Placement by cell class:
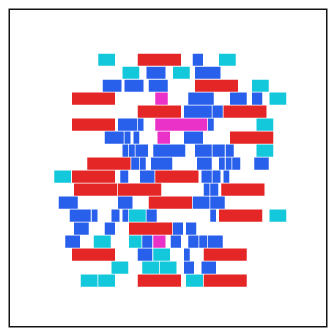
Track usage over the die:
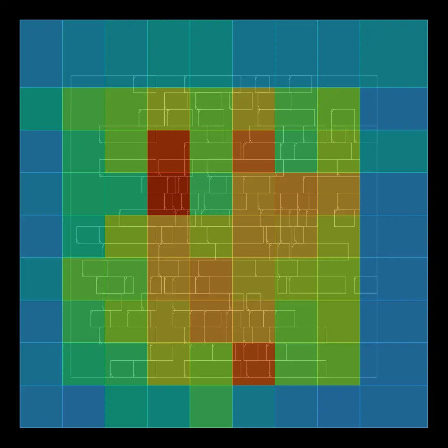
Clock network drawn from the DEF:
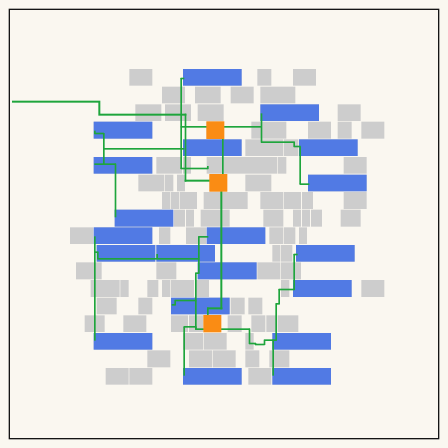
I/O pins on the die edge:
Pins as bars across the die edge, other pins in gray.
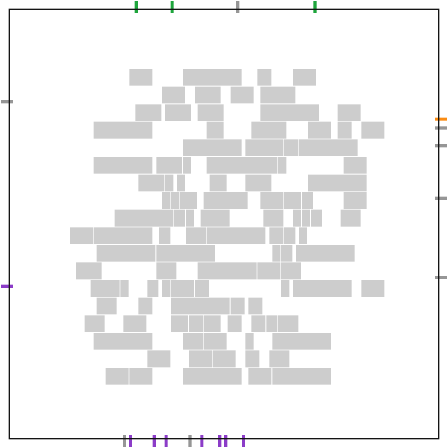
File: src/rtl/layer_deserializer_if.sv
// Serial element input and parallel frame output of the layer deserializer.
// The slave side is the deserializer; the master side is the feeding stream plus the consumer.
interface layer_deserializer_if #(
  parameter int SIZE     = 3,
  parameter int BIT_SIZE = 1,
  parameter int CNT_W    = 8
);
  logic                          in_valid;
  logic                          in_first;
  logic [BIT_SIZE-1:0]           in_data;
  logic                          in_ready;
  logic                          out_valid;
  logic                          out_ready;
  logic [SIZE-1:0][BIT_SIZE-1:0] out_data;
  logic                          frame_err;
  logic [CNT_W-1:0]              drop_count;

  modport slave (
    input  in_valid, in_first, in_data, out_ready,
    output in_ready, out_valid, out_data, frame_err, drop_count
  );

  modport master (
    output in_valid, in_first, in_data, out_ready,
    input  in_ready, out_valid, out_data, frame_err, drop_count
  );
endinterface

File: src/rtl/layer_deserializer.sv
// Assembles SIZE serial elements into a parallel frame; out_valid rises 1 cycle after the last accept.
// One frame assembles while another waits in the output register; a second stalled frame drops in_ready.
module layer_deserializer #(
  parameter int SIZE     = 3,
  parameter int BIT_SIZE = 1,
  parameter int CNT_W    = 8
) (
  input logic                clk,
  input logic                rst_n,
  layer_deserializer_if.slave bus
);
  localparam int               IDX_W    = (SIZE > 1) ? $clog2(SIZE) : 1;
  localparam logic [IDX_W-1:0] LAST_IDX = IDX_W'(SIZE - 1);
  localparam logic [CNT_W-1:0] CNT_MAX  = '1;

  typedef enum logic [1:0] {IDLE, COLLECT, WAIT} state_t;

  state_t                        state_q;
  logic [IDX_W-1:0]              idx_q;
  logic [IDX_W-1:0]              wr_idx;
  logic [SIZE-1:0][BIT_SIZE-1:0] asm_q;
  logic [SIZE-1:0][BIT_SIZE-1:0] asm_d;
  logic [SIZE-1:0][BIT_SIZE-1:0] out_data_q;
  logic                          out_valid_q;
  logic                          frame_err_q;
  logic [CNT_W-1:0]              drop_count_q;

  logic in_ready;
  logic accept;
  logic out_free;
  logic fire;
  logic store;
  logic last;
  logic drop;

  // in_ready is held low during reset and comes up as soon as reset releases.
  assign in_ready = rst_n && (state_q != WAIT);
  assign accept   = bus.in_valid && in_ready;
  assign out_free = !out_valid_q || bus.out_ready;
  assign fire     = out_valid_q && bus.out_ready;

  always_comb begin
    wr_idx = bus.in_first ? '0 : idx_q;
    store  = accept && (bus.in_first || (state_q == COLLECT));
    drop   = accept && (((state_q == IDLE) && !bus.in_first) ||
                        ((state_q == COLLECT) && bus.in_first));
    last   = store && (wr_idx == LAST_IDX);
    asm_d  = asm_q;
    if (store) begin
      asm_d[wr_idx] = bus.in_data;
    end
  end

  always_ff @(posedge clk or negedge rst_n) begin
    if (!rst_n) begin
      state_q      <= IDLE;
      idx_q        <= '0;
      asm_q        <= '0;
      out_data_q   <= '0;
      out_valid_q  <= 1'b0;
      frame_err_q  <= 1'b0;
      drop_count_q <= '0;
    end else begin
      frame_err_q <= drop;
      if (drop && (drop_count_q != CNT_MAX)) begin
        drop_count_q <= drop_count_q + 1'b1;
      end
      if (fire) begin
        out_valid_q <= 1'b0;
      end
      case (state_q)
        WAIT: begin
          if (out_free) begin
            out_data_q  <= asm_q;
            out_valid_q <= 1'b1;
            state_q     <= IDLE;
          end
        end
        default: begin
          if (store) begin
            asm_q <= asm_d;
            if (last) begin
              idx_q <= '0;
              // Load straight into the output register when it frees this cycle, else park.
              if (out_free) begin
                out_data_q  <= asm_d;
                out_valid_q <= 1'b1;
                state_q     <= IDLE;
              end else begin
                state_q <= WAIT;
              end
            end else begin
              idx_q   <= wr_idx + 1'b1;
              state_q <= COLLECT;
            end
          end
        end
      endcase
    end
  end

  assign bus.in_ready   = in_ready;
  assign bus.out_valid  = out_valid_q;
  assign bus.out_data   = out_data_q;
  assign bus.frame_err  = frame_err_q;
  assign bus.drop_count = drop_count_q;
endmodule

File: src/flat_wrapper.sv
// flat-port wrapper written by rule: the top's interface ports become plain ports
module layer_deserializer_flat 
#(
  parameter int SIZE     = 3,
  parameter int BIT_SIZE = 1,
  parameter int CNT_W    = 8
)
  (clk, rst_n, bus_in_valid, bus_in_first, bus_in_data, bus_out_ready, bus_in_ready, bus_out_valid, bus_out_data, bus_frame_err, bus_drop_count);
  layer_deserializer_if #(.SIZE(SIZE), .BIT_SIZE(BIT_SIZE), .CNT_W(CNT_W)) bus_i ();
  input logic clk;
  input logic rst_n;
  input wire logic [$bits(bus_i.in_valid)-1:0] bus_in_valid;
  input wire logic [$bits(bus_i.in_first)-1:0] bus_in_first;
  input wire logic [$bits(bus_i.in_data)-1:0] bus_in_data;
  input wire logic [$bits(bus_i.out_ready)-1:0] bus_out_ready;
  output wire logic [$bits(bus_i.in_ready)-1:0] bus_in_ready;
  output wire logic [$bits(bus_i.out_valid)-1:0] bus_out_valid;
  output wire logic [$bits(bus_i.out_data)-1:0] bus_out_data;
  output wire logic [$bits(bus_i.frame_err)-1:0] bus_frame_err;
  output wire logic [$bits(bus_i.drop_count)-1:0] bus_drop_count;
  assign bus_i.in_valid = bus_in_valid;
  assign bus_i.in_first = bus_in_first;
  assign bus_i.in_data = bus_in_data;
  assign bus_i.out_ready = bus_out_ready;
  assign bus_in_ready = bus_i.in_ready;
  assign bus_out_valid = bus_i.out_valid;
  assign bus_out_data = bus_i.out_data;
  assign bus_frame_err = bus_i.frame_err;
  assign bus_drop_count = bus_i.drop_count;
  layer_deserializer #(.SIZE(SIZE), .BIT_SIZE(BIT_SIZE), .CNT_W(CNT_W)) u_core (.clk(clk), .rst_n(rst_n), .bus(bus_i));
endmodule
File: config.mk
export PLATFORM = sky130hd
export DESIGN_NAME = layer_deserializer_flat
export DESIGN_NICKNAME = d
export VERILOG_FILES = /design/src/rtl/layer_deserializer_if.sv /design/src/rtl/layer_deserializer.sv /design/src/flat_wrapper.sv
export SDC_FILE = /design/constraint.sdc
export NUM_CORES = 1
export LEC_CHECK = 0
export CAP_MARGIN = 0
export CORE_MARGIN = 8
export CORE_UTILIZATION = 40
export DETAILED_ROUTE_END_ITERATION = 10
export PLACE_DENSITY_LB_ADDON = 0.3
export SYNTH_ARGS = -nofsm -noshare
export SYNTH_HDL_FRONTEND = slang
export SYNTH_SLANG_ARGS = --single-unit
File: constraint.sdc
create_clock -name clk -period 3.7 [get_ports clk]
set_clock_uncertainty 0.1 [all_clocks]
set_input_delay 0.74 -clock clk [delete_from_list [all_inputs] [get_ports clk]]
set_output_delay 0.74 -clock clk [all_outputs]
set_load 0.01 [all_outputs]
==> impl_metrics.json <==
{
  "outcome": "complete, no violations",
  "post_cts_resized": 0,
  "path_clk_slew_ps": 120,
  "grt_max_degree": 24,
  "yosysCellCount": 86,
  "ys_seq_share_pct": 49.7,
  "holdCritPathClass": "register to register",
  "cap_violations": 0,
  "power_density_nw_per_um2": 576,
  "r2r_cells": 4,
  "bufAreaShareNonClock_pct": 15.5,
  "worst_pin_slew_ps": 370,
  "rsz0062_at_grt": "no",
  "max_stage_delay_ps": 510,
  "switching_share_pct": 28.6,
  "nNetsFinal": 116,
  "critPathCaptureType": "primary output",
  "drc": 0,
  "num-nonclk-buffers": 20,
  "worst-path-buf-inv": 1,
  "routed_wl_um": 2030,
  "internal_power_uw": 523,
  "ys.flop_type": "dfrtp_1",
  "cts.sinks": 20,
  "crit_path_start_kind": "register",
  "cp.depth": 3,
  "synth_cell_types": 30,
  "syn_area_per_cell_um2": 11.7,
  "finalSetupTns_ps": 0,
  "vias_per_cell": 5.16,
  "simple_gate_area_share_pct": 18.6,
  "ys_top_logic_family": "simple AND/OR/NAND/NOR gates",
  "cp-startpoint": "u_core.state_q[0]$_DFFE_PN0P_",
  "post_cts_buffers": 0,
  "peakVddDrop_mv": 0.283,
  "hold_violations": 0,
  "reg2reg_to": "u_core.bus.out_data[1]$_DFFE_PN0P_",
  "finalSetupViolations": 0,
  "grt-busiest-layer": "met2",
  "final_cell_mix": "dfrtp_1, clkdlybuf4s50_1, nand2_1, mux2_2, xnor2_1",
  "period_needed_ps": 2780,
  "place_hpwl_um": 1510,
  "htree_num_levels": 1,
  "fa_ha_area_share_pct": 1.24,
  "clockRootBuffer": "clkbuf_4",
  "grt_overflow_total": 0,
  "seqCellArea_um2": 500,
  "finalCritPeriodShare_pct": 75.1,
  "async_reset_ff_share_pct": 100,
  "area_growth_pct": 26.3,
  "netSwitchingPower_uw": 210,
  "dp_slack_ps": 912,
  "antenna_left": 0,
  "openroad.warnings": 26,
  "hold_depth": 1,
  "biggestCellCategory": "sequential cells",
  "detailed_place.area_um2": 1220,
  "grt_pass1_wl_um": 3530,
  "syn-num-nets": 93,
  "pwr-share-seq_pct": 45.3,
  "cts_made_buffers": 3
}
Back to the opening pictures, 'placement by cell class':
all other logic -> blue  # cells 64
other buffers and delay cells -> cyan  # cells 20
clock drivers and dummy loads -> magenta  # cells 4
flip-flops -> red  # cells 20
core footprint: 2430 um^2
post-route design area: 1270 um^2
Rows: 18
Util after Layout: 52.3%
Seq/total area: 39.3%

Back to the opening pictures, 'track usage over the die':
routing usage on met2: 18.7%
met1 usage: 10.9%

Back to the opening pictures, 'clock network drawn from the DEF':
flip-flops -> blue  # count 20
cells driving clock nets -> orange  # count 3
clock wires -> green  # length 258 um
routed clock nets = 4
Power Clock: 179 uW
Worst-Skew Late Latency: 310 ps

Back to the opening pictures, 'I/O pins on the die edge':
`bus_drop_count` -> purple  # pins 8, direction output, edge 7 bottom, 1 left
`bus_out_valid` -> orange  # pins 1, direction output, edge right
`bus_out_data` -> green  # pins 3, direction output, edge top
all pins by edge = 9 bottom, 5 right, 4 top, 2 left
PortBufs: 19
Die Ht: 66.2 um
width of the chip: 66.2 um

Power and IR drop assume default switching activity.
